## config.mk

```make
export PLATFORM = sky130hd
export DESIGN_NAME = video_frame_tagger
export DESIGN_NICKNAME = d
export VERILOG_FILES = /design/src/rtl/video_frame_tagger.sv
export SDC_FILE = /design/constraint.sdc
export NUM_CORES = 1
export LEC_CHECK = 0
export CORE_UTILIZATION = 30
export CTS_BUF_LIST = sky130_fd_sc_hd__clkbuf_8
export DETAILED_ROUTE_END_ITERATION = 8
export HOLD_SLACK_MARGIN = 0.12
export PLACE_DENSITY_LB_ADDON = 0.12
export SLEW_MARGIN = 10
export SYNTH_ARGS = -nofsm -noshare
export SYNTH_HDL_FRONTEND = slang
export SYNTH_SLANG_ARGS = --single-unit
```

## constraint.sdc

```tcl
create_clock -name video_clk -period 2.8 [get_ports video_clk]
set_clock_uncertainty 0.2 [all_clocks]
set_input_delay 0.28 -clock video_clk [delete_from_list [all_inputs] [get_ports video_clk]]
set_output_delay 0.28 -clock video_clk [all_outputs]
set_load 0.02 [all_outputs]
```

## src/rtl/video_frame_tagger.sv

```systemverilog
// Video frame tagger: passes pixels with 1-cycle latency and inserts a per-frame
// header (magic, frame count, previous-frame line statistics) into idle cycles.
// Optional: define FRAME_TAGGER_CHECKSUM_EN to append a pixel-sum word W4.
module video_frame_tagger #(
    parameter logic [15:0] HDR_MAGIC = 16'hA55A,
    parameter int unsigned EXP_WIDTH = 1920
) (
    input  logic        video_clk,
    input  logic        Reset,
    input  logic        video_vs,
    input  logic        video_de,
    input  logic [15:0] video_data,
    output logic        out_de,
    output logic [15:0] out_data,
    output logic        out_hdr,
    output logic [15:0] frame_cnt,
    output logic        hdr_drop
);

    localparam int unsigned DW = 16;
    localparam int unsigned PW = 15;
    localparam logic [PW-1:0] EXP_LEN = PW'(EXP_WIDTH);
`ifdef FRAME_TAGGER_CHECKSUM_EN
    localparam logic [2:0] LAST_IDX = 3'd4;
`else
    localparam logic [2:0] LAST_IDX = 3'd3;
`endif

    typedef enum logic [1:0] {IDLE, HDR, RUN} state_t;

    state_t         state, state_nxt;
    logic [2:0]     hdr_idx, hdr_idx_nxt;
    logic           de_d;
    logic [PW-1:0]  pix_cnt;
    logic [DW-1:0]  line_cnt;
    logic [PW-1:0]  last_len;
    logic           line_err;
    logic [DW-1:0]  snap_lines;
    logic [PW-1:0]  snap_len;
    logic           snap_err;
`ifdef FRAME_TAGGER_CHECKSUM_EN
    logic [DW-1:0]  pix_sum;
    logic [DW-1:0]  snap_sum;
`endif

    logic           line_close_c;
    logic           emit_hdr_c;
    logic           len_bad_c;
    logic [PW-1:0]  pix_inc_c;
    logic [DW-1:0]  line_inc_c;
    logic [DW-1:0]  hdr_word_c;

    assign line_close_c = de_d & ~video_de;
    assign emit_hdr_c   = (state == HDR) & ~video_vs & ~video_de;
    assign len_bad_c    = (pix_cnt != EXP_LEN);
    assign pix_inc_c    = (pix_cnt == '1) ? pix_cnt : pix_cnt + PW'(1);
    assign line_inc_c   = (line_cnt == '1) ? line_cnt : line_cnt + DW'(1);

    // Header word selected by the pending index
    always_comb begin
        hdr_word_c = HDR_MAGIC;
        case (hdr_idx)
            3'd1:    hdr_word_c = frame_cnt;
            3'd2:    hdr_word_c = snap_lines;
            3'd3:    hdr_word_c = {snap_err, snap_len};
`ifdef FRAME_TAGGER_CHECKSUM_EN
            3'd4:    hdr_word_c = snap_sum;
`endif
            default: hdr_word_c = HDR_MAGIC;
        endcase
    end

    always_ff @(posedge video_clk) begin
        if (Reset) begin
            state   <= IDLE;
            hdr_idx <= '0;
        end else begin
            state   <= state_nxt;
            hdr_idx <= hdr_idx_nxt;
        end
    end

    // Frame start restarts the header from any state; pixels stall header emission
    always_comb begin
        state_nxt   = state;
        hdr_idx_nxt = hdr_idx;
        if (video_vs) begin
            state_nxt   = HDR;
            hdr_idx_nxt = '0;
        end else if (emit_hdr_c) begin
            hdr_idx_nxt = hdr_idx + 3'd1;
            if (hdr_idx == LAST_IDX) begin
                state_nxt = RUN;
            end
        end
    end

    always_ff @(posedge video_clk) begin
        if (Reset) begin
            de_d       <= 1'b0;
            pix_cnt    <= '0;
            line_cnt   <= '0;
            last_len   <= '0;
            line_err   <= 1'b0;
            snap_lines <= '0;
            snap_len   <= '0;
            snap_err   <= 1'b0;
            frame_cnt  <= '0;
            hdr_drop   <= 1'b0;
            out_de     <= 1'b0;
            out_data   <= '0;
            out_hdr    <= 1'b0;
        end else begin
            de_d     <= video_de;
            hdr_drop <= video_vs & (state == HDR);

            // An open line keeps counting across the frame boundary
            if (video_de) begin
                pix_cnt <= pix_inc_c;
            end else if (line_close_c) begin
                pix_cnt <= '0;
            end

            if (video_vs) begin
                frame_cnt  <= frame_cnt + DW'(1);
                snap_lines <= line_cnt;
                snap_len   <= last_len;
                snap_err   <= line_err;
                line_cnt   <= line_close_c ? DW'(1) : '0;
                last_len   <= line_close_c ? pix_cnt : '0;
                line_err   <= line_close_c & len_bad_c;
            end else if (line_close_c) begin
                line_cnt <= line_inc_c;
                last_len <= pix_cnt;
                if (len_bad_c) begin
                    line_err <= 1'b1;
                end
            end

            if (video_de) begin
                out_de   <= 1'b1;
                out_data <= video_data;
                out_hdr  <= 1'b0;
            end else if (emit_hdr_c) begin
                out_de   <= 1'b1;
                out_data <= hdr_word_c;
                out_hdr  <= 1'b1;
            end else begin
                out_de  <= 1'b0;
                out_hdr <= 1'b0;
            end
        end
    end

`ifdef FRAME_TAGGER_CHECKSUM_EN
    // Wrapping pixel sum; a pixel on the frame-start cycle belongs to the new frame
    always_ff @(posedge video_clk) begin
        if (Reset) begin
            pix_sum  <= '0;
            snap_sum <= '0;
        end else if (video_vs) begin
            snap_sum <= pix_sum;
            pix_sum  <= video_de ? video_data : '0;
        end else if (video_de) begin
            pix_sum <= pix_sum + video_data;
        end
    end
`endif

endmodule

```

### Track usage over the die, run 1

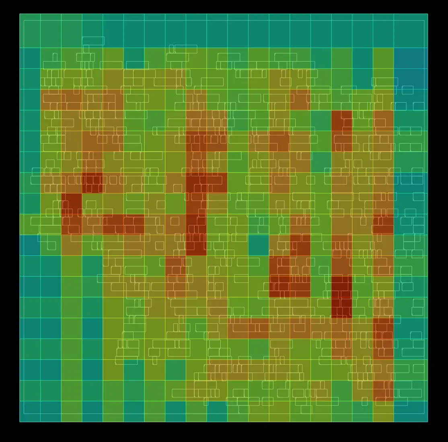
met2 demand-to-capacity share in global routing: 0.287
busiest grt layer: met2

### Clock wires, drivers and flops, run 1

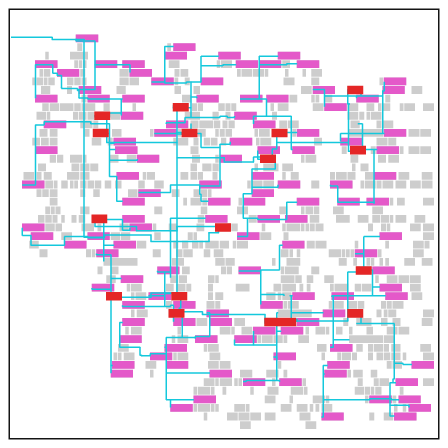
clock drivers -> red  # count 17
clock wires -> cyan  # length 1720 um
flip-flops -> magenta  # count 120
routed clock nets = 18

==> impl_metrics.py, run 1 <==
# Flow results
metrics = {
    "yosys": {
        "yosys.cell_types.count": 56,
        "synthesized_area_divided_by_synthesized_cell_count_um2": 9.03,
        "fraction_of_the_yosys_area_taken_by_sequential_cells": 0.449,
        "compound_area_frac": 0.176,
        "ys_cells": 592,
        "synth_top_cell_by_count": "dfxtp_1",
        "post-synth-top-area-cell": "dfxtp_1",
        "synth.cellmix.xorXnorShare": 0.0229,
        "yosys_warnings": 0,
        "ys_sh_adder": 0.0211,
        "fraction_of_registers_with_async_set_reset": 0,
        "muxShareOfSynthArea": 0.0695,
        "number_of_flip_flops_and_latches_in_the_synthesized_netlist": 120,
        "post_synthesis_share_of_cell_area_spent_on_and_or_nand_and_nor_gates": 0.223,
        "synth-edff-count": 0,
        "yosys-top-cells-area": "dfxtp_1 45%, mux2i_1 6.7%, nor2_1 4.9%",
        "nets_at_floorplan": 621,
        "ys_top_cells_by_count": "120 x dfxtp_1, 70 x nor2_1, 59 x nand2_1",
        "synthDominantCellAreaShare": 0.449,
        "netlist_instances": 592,
        "yosys-dominant-comb-family": "simple AND/OR/NAND/NOR gates",
        "top_reg_cell_synth": "dfxtp_1",
        "yosysChipArea_um2": 5350,
        "netlist_area_um2": 5350,
    },
    "finish": {
        "layout.cells.most_common_list": "120 x dfxtp_1, 70 x nor2_1, 59 x nand2_1",
        "most_common_library_cell_in_the_layout_ignoring_fill_and_taps": "dfxtp_1",
        "finish.instance_area_um2": 6600,
        "final_cells": 880,
        "fin_util": 0.380,
        "flow.area_growth_from_synthesis_pct": 23.4,
        "finish.net_count": 672,
        "fill_cells": 1707,
        "drive_gt1_frac": 0.0947,
        "diodes": 0,
    },
    "sta": {
        "setup_violations": 0,
        "fmax_mhz": 413,
        "worst_hold_slack_ns": 0.208,
        "final_critical_path_setup_slack_ns": 0.380,
        "final.period_utilization": 0.864,
        "grt_setup_unrepaired": "no",
        "timing.setup.tns_ns": 0,
        "final-max-slew-violation-count": 0,
        "hold_violations_final": 0,
        "worst-slew-pin-transition_ns": 0.921,
        "max_slew_margin": 0.383,
        "finalCriticalPeriod_ns": 2.42,
    },
    "floorplan": {
        "rows": 48,
        "io_pins": 55,
        "chipArea_um2": 18400,
        "chipWidth_um": 135,
        "die_y_um": 135,
        "coreArea_um2": 17400,
        "fp-utilization": 0.308,
    },
    "route": {
        "met2_wire_len_mm": 7.27,
        "vias": 4722,
        "top_routing_layer_in_use": "met4",
        "wire_per_inst_um": 17.6,
        "drt_first_iter_violations": 269,
        "drt.antenna.violating_nets": 0,
        "avgViaCountPerCell": 5.37,
        "detail_route.first_pass.iterations": 6,
        "wl_met1_mm": 7.28,
        "post_route_drc_violation_count": 0,
        "totalWireLength_mm": 15.5,
        "wl_met3_um": 821,
    },
    "worst_setup_path": {
        "crit_path_end_kind": "flip-flop",
        "crit_start": "video_vs",
        "worst-r2r-cell-count": 5,
        "reg_to_reg_critical_path_startpoint": "line_cnt[0]$_SDFFE_PP0P_",
        "endpoint": "frame_cnt[15]$_SDFFE_PP0P_",
        "critical_path_depth": 7,
        "path_delay_family": "simple AND/OR/NAND/NOR gates",
        "worstPathRequired_ns": 2.97,
        "critical_path.startpoint_type": "input port",
        "worst-setup-path-type": "input port to flip-flop",
        "critical_path.cell_chain": "dlygate4sd3_1 > buf_2 > buf_4 > and4_1 > nand4_1 > or4_1 > a21oi_1",
        "worst-r2r-setup-slack_ns": 0.42,
        "cp_max_fo": 21,
        "worstPathArrival_ns": 2.59,
        "critical_path.n_buffers_inverters": 3,
        "capture_instance_of_the_worst_register_to_register_path": "line_cnt[10]$_SDFFE_PP0P_",
        "crit_path_top_delay_cell": "dlygate4sd3_1",
    },
    "run": {
        "warning_count": 30,
        "drv_cap": 0,
    },
    "pwr": {
        "design_power_uw": 3790,
        "irDropWorstVdd_mv": 0.345,
        "power.static_leakage_uw": 0.00239,
        "power_density_nw_per_um2": 575,
    },
    "global_routing": {
        "grt_pass1_vias": 4357,
        "grt_pass1_wl_mm": 24.7,
        "initial_antenna_violation_count": 0,
        "globalRouteOverflowTotal": 0,
        "gr-usage-all-layers": 0.178,
        "grt_max_degree": 45,
        "grt_use_met1": 0.235,
        "met3_usage": 0.0438,
    },
    "place": {
        "place.detailed.instances": 847,
        "place_ws_ns": 0.209,
        "post_dp_cell_area_um2": 6130,
        "routabilityCongestion": 0.791,
        "detailedPlacementHpwl_mm": 11.2,
        "port_buffers": 54,
    },
    "clocking": {
        "cts.reportedPaths.clkPinSlew_ns": 0.07,
        "hold_buffers_post_cts": 2,
        "numCtsBuffers": 17,
        "clockRootBuffer": "clkbuf_8",
        "max-clock-path-buffers": 2,
        "numClockSinks": 120,
        "htree_num_levels": 4,
        "cts_repair_resize_count": 0,
        "cts_tree": "done",
        "worst_skew_pair.late_latency_ns": 0.44,
    },
    "run_status": {
        "run_status": "completed",
    },
    "min_path": {
        "worstHoldStart": "video_data[10]",
        "worstHoldPathType": "input port to flip-flop",
        "hold-path-cell-count": 3,
        "timing.hold.worst_endpoint": "out_data[10]$_SDFFE_PP0P_",
    },
}
### Supply network, run 1

Pins as bars on the die edge. Tap cells in grey.
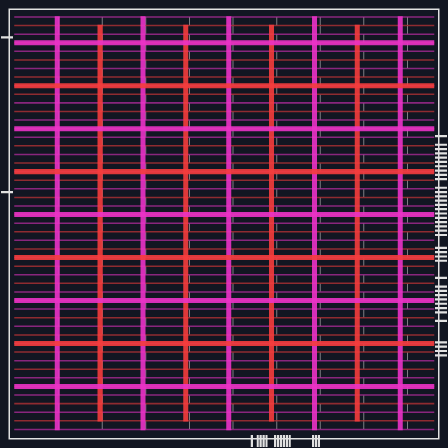
VDD -> red
VSS -> magenta
rows = 48
signal pins = 55
met4 straps = 9
tap cells = 225
met5 straps = 9

run 1: where the power goes:
| group | internal [uW] | leakage [uW] | switching, uW | total [uW] |
|---|---|---|---|---|
| Clock | 1040 | 0.000221 | 725 | 1760 |
| Combinational | 124 | 0.00120 | 149 | 273 |
| Sequential | 1730 | 0.000972 | 24.0 | 1760 |
| Total | 2890 | 0.00239 | 899 | 3790 |
run 1: final cells by class:
cell class / count / area, um^2 / share of cell area
Clock buffer: 20 / 275 / 0.0417
Clock inverter: 11 / 171 / 0.0260
Inverter: 7 / 26.3 / 0.00398
Multi-Input combinational cell: 421 / 2740 / 0.415
Sequential cell: 120 / 2400 / 0.364
Tap cell: 225 / 282 / 0.0427
Timing Repair Buffer: 76 / 701 / 0.106
### Cells coloured by class, run 1

The bar under the picture is 50 um long.
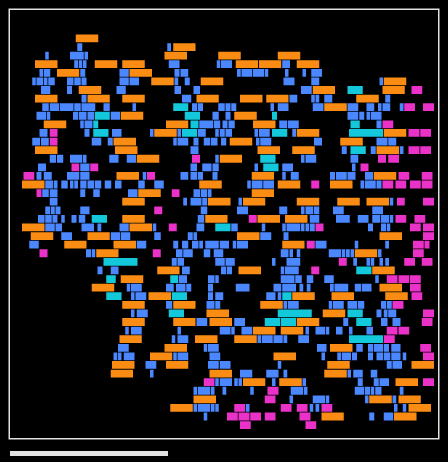

==> run 2, diff against run 1 <==
--- a/config.mk
+++ b/config.mk
@@ -10,6 +10,7 @@
 export DETAILED_ROUTE_END_ITERATION = 8
 export HOLD_SLACK_MARGIN = 0.12
 export PLACE_DENSITY_LB_ADDON = 0.12
+export SKIP_CTS_REPAIR_TIMING = 1
 export SLEW_MARGIN = 10
 export SYNTH_ARGS = -nofsm -noshare
 export SYNTH_HDL_FRONTEND = slang
### Cells coloured by class, run 2

The bar under the picture is 50 um long.
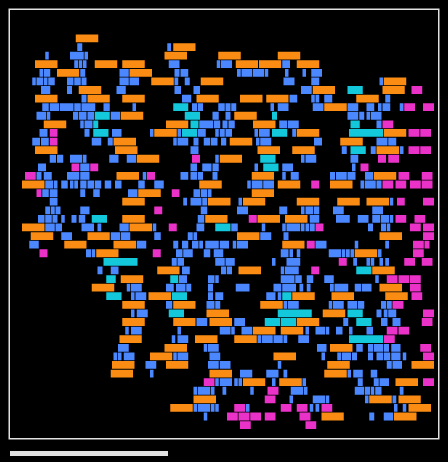
remaining buffers and delay cells -> magenta  # cells 76
clock drivers and dummy loads -> cyan  # cells 31
combinational and other logic -> blue  # cells 428
sequential cells -> orange  # cells 120

==> run 2 against run 1 <==
Largest cell class unchanged. Combinational power barely moved. Critical path depth did not move. Non-clock buffer count did not move. Global-route usage barely moved. Final cell count did not move. Register-to-register slack barely moved. Routed wire length barely moved. First-iteration DRC count did not move. Via count barely moved. Sequential share of layout area did not move. Core utilization did not move. Final area did not move.
==> impl_metrics.py, run 2 <==
# Flow results
metrics = {
    "run_status": {
        "run_status": "completed",
    },
    "sta": {
        "timing.setup.tns_ns": 0,
        "final_critical_path_setup_slack_ns": 0.380,
        "hold_violations_final": 0,
        "max_slew_margin": 0.383,
        "finalCriticalPeriod_ns": 2.42,
        "worst_hold_slack_ns": 0.208,
        "final-max-slew-violation-count": 0,
        "setup_violations": 0,
        "worst-slew-pin-transition_ns": 0.921,
        "final.period_utilization": 0.864,
        "grt_setup_unrepaired": "no",
    },
    "pwr": {
        "sequential_share_of_power": 0.463,
        "p_sw_frac": 0.237,
        "power-top-group": "registers",
        "power_density_nw_per_um2": 575,
        "irDropWorstVdd_mv": 0.345,
        "power.combinational.fraction": 0.072,
        "power_drawn_by_the_combinational_cells_uw": 273,
        "design_power_uw": 3790,
        "net-switching-power_uw": 899,
        "seq_cell_power_uw": 1760,
        "power.static_leakage_uw": 0.00239,
        "cellInternalPower_uw": 2890,
    },
    "worst_setup_path": {
        "critical_path_depth": 7,
        "path_delay_family": "simple AND/OR/NAND/NOR gates",
        "crit_path_top_delay_cell": "dlygate4sd3_1",
        "reg_to_reg_critical_path_startpoint": "line_cnt[0]$_SDFFE_PP0P_",
        "capture_instance_of_the_worst_register_to_register_path": "line_cnt[10]$_SDFFE_PP0P_",
        "critical_path.cell_chain": "dlygate4sd3_1 > buf_2 > buf_4 > and4_1 > nand4_1 > or4_1 > a21oi_1",
        "worst-r2r-cell-count": 5,
        "critical_path.startpoint_type": "input port",
        "cp_max_fo": 21,
        "crit_path_end_kind": "flip-flop",
        "endpoint": "frame_cnt[15]$_SDFFE_PP0P_",
        "worst-setup-path-type": "input port to flip-flop",
        "worstPathArrival_ns": 2.59,
        "critical_path.n_buffers_inverters": 3,
        "crit_start": "video_vs",
        "worst-r2r-setup-slack_ns": 0.42,
    },
    "floorplan": {
        "rows": 48,
        "io_pins": 55,
        "fp-utilization": 0.308,
        "die_y_um": 135,
        "chipArea_um2": 18400,
        "coreArea_um2": 17400,
        "chipWidth_um": 135,
    },
    "finish": {
        "finish.instance_area_um2": 6600,
        "diodes": 0,
        "finish.net_count": 672,
        "layout.cells.most_common_list": "120 x dfxtp_1, 70 x nor2_1, 59 x nand2_1",
        "final_cells": 880,
        "drive_gt1_frac": 0.0947,
        "most_common_library_cell_in_the_layout_ignoring_fill_and_taps": "dfxtp_1",
        "flow.area_growth_from_synthesis_pct": 23.4,
    },
    "yosys": {
        "fraction_of_the_yosys_area_taken_by_sequential_cells": 0.449,
        "ys_cells": 592,
        "yosys_warnings": 0,
        "synthDominantCellAreaShare": 0.449,
        "post-synth-top-area-cell": "dfxtp_1",
        "fraction_of_registers_with_async_set_reset": 0,
        "top_reg_cell_synth": "dfxtp_1",
        "number_of_flip_flops_and_latches_in_the_synthesized_netlist": 120,
        "netlist_area_um2": 5350,
        "synthesized_area_divided_by_synthesized_cell_count_um2": 9.03,
        "yosys-top-cells-area": "dfxtp_1 45%, mux2i_1 6.7%, nor2_1 4.9%",
        "ys_top_cells_by_count": "120 x dfxtp_1, 70 x nor2_1, 59 x nand2_1",
        "yosys.cell_types.count": 56,
        "yosysChipArea_um2": 5350,
        "synth-edff-count": 0,
        "netlist_instances": 592,
        "synth_top_cell_by_count": "dfxtp_1",
        "nets_at_floorplan": 621,
    },
    "clocking": {
        "numCtsBuffers": 17,
        "cts.reportedPaths.clkPinSlew_ns": 0.07,
        "numClockSinks": 120,
        "max-clock-path-buffers": 2,
        "cts_tree": "done",
        "clockRootBuffer": "clkbuf_8",
    },
    "min_path": {
        "worstHoldStart": "video_data[10]",
        "worstHoldPathType": "input port to flip-flop",
        "timing.hold.worst_endpoint": "out_data[10]$_SDFFE_PP0P_",
        "hold-path-cell-count": 3,
    },
    "run": {
        "warning_count": 30,
        "drv_cap": 0,
    },
    "route": {
        "drt_first_iter_violations": 269,
        "vias": 4719,
        "wire_per_inst_um": 17.6,
        "post_route_drc_violation_count": 0,
        "totalWireLength_mm": 15.5,
        "avgViaCountPerCell": 5.36,
        "drt.antenna.violating_nets": 0,
        "detail_route.first_pass.iterations": 6,
    },
    "global_routing": {
        "gr-usage-all-layers": 0.178,
        "grt_pass1_wl_mm": 24.7,
        "grt_pass1_vias": 4351,
        "grt_max_degree": 45,
        "initial_antenna_violation_count": 0,
    },
    "place": {
        "routabilityCongestion": 0.791,
        "post_dp_cell_area_um2": 6130,
        "port_buffers": 54,
        "detailedPlacementHpwl_mm": 11.2,
        "place.detailed.instances": 847,
    },
}
### Clock wires, drivers and flops, run 2

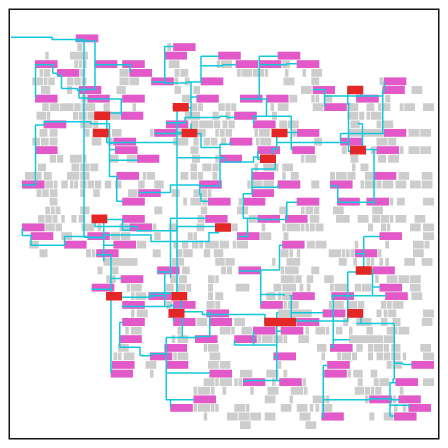
flip-flops -> magenta  # count 120
clock drivers -> red  # count 17
clock wires -> cyan  # length 1720 um
routed clock nets = 18
flops lie = widely spread
P_clk: 1760 uW
power share of the clock group: 0.465
clock latency reported for the late side of the worst-skew pair: 0.44 ns

==> run 2: final cells by class <==
type,count,area [um^2]
Fill cell,1707,10800
Multi-Input combinational cell,421,2740
Sequential cell,120,2400
Timing Repair Buffer,76,701
Tap cell,225,282
Clock buffer,20,275
Clock inverter,11,171
Inverter,7,26.3
==> run 2: cell families (layout without fill, tap and decap cells) <==
logic type,count (synthesis),in the layout,synth area share
xor+xnor,14,14,0.0229
fa+ha+maj,9,9,0.0211
flops,120,120,0.449
compound gates,124,124,0.176
simple gates,237,237,0.223
mux,37,37,0.0695
buf+inv,51,114,0.0382
==> run 2: metal layers <==
layer	GRT usage	vias to the layer above	wire, um
li1	-	2300	-
met1	0.235	2287	7280
met2	0.287	119	7260
met3	0.0438	13	822
met4	0.0468	0	138
met5	0	-	0
Power is estimated from default activity; no workload was simulated.
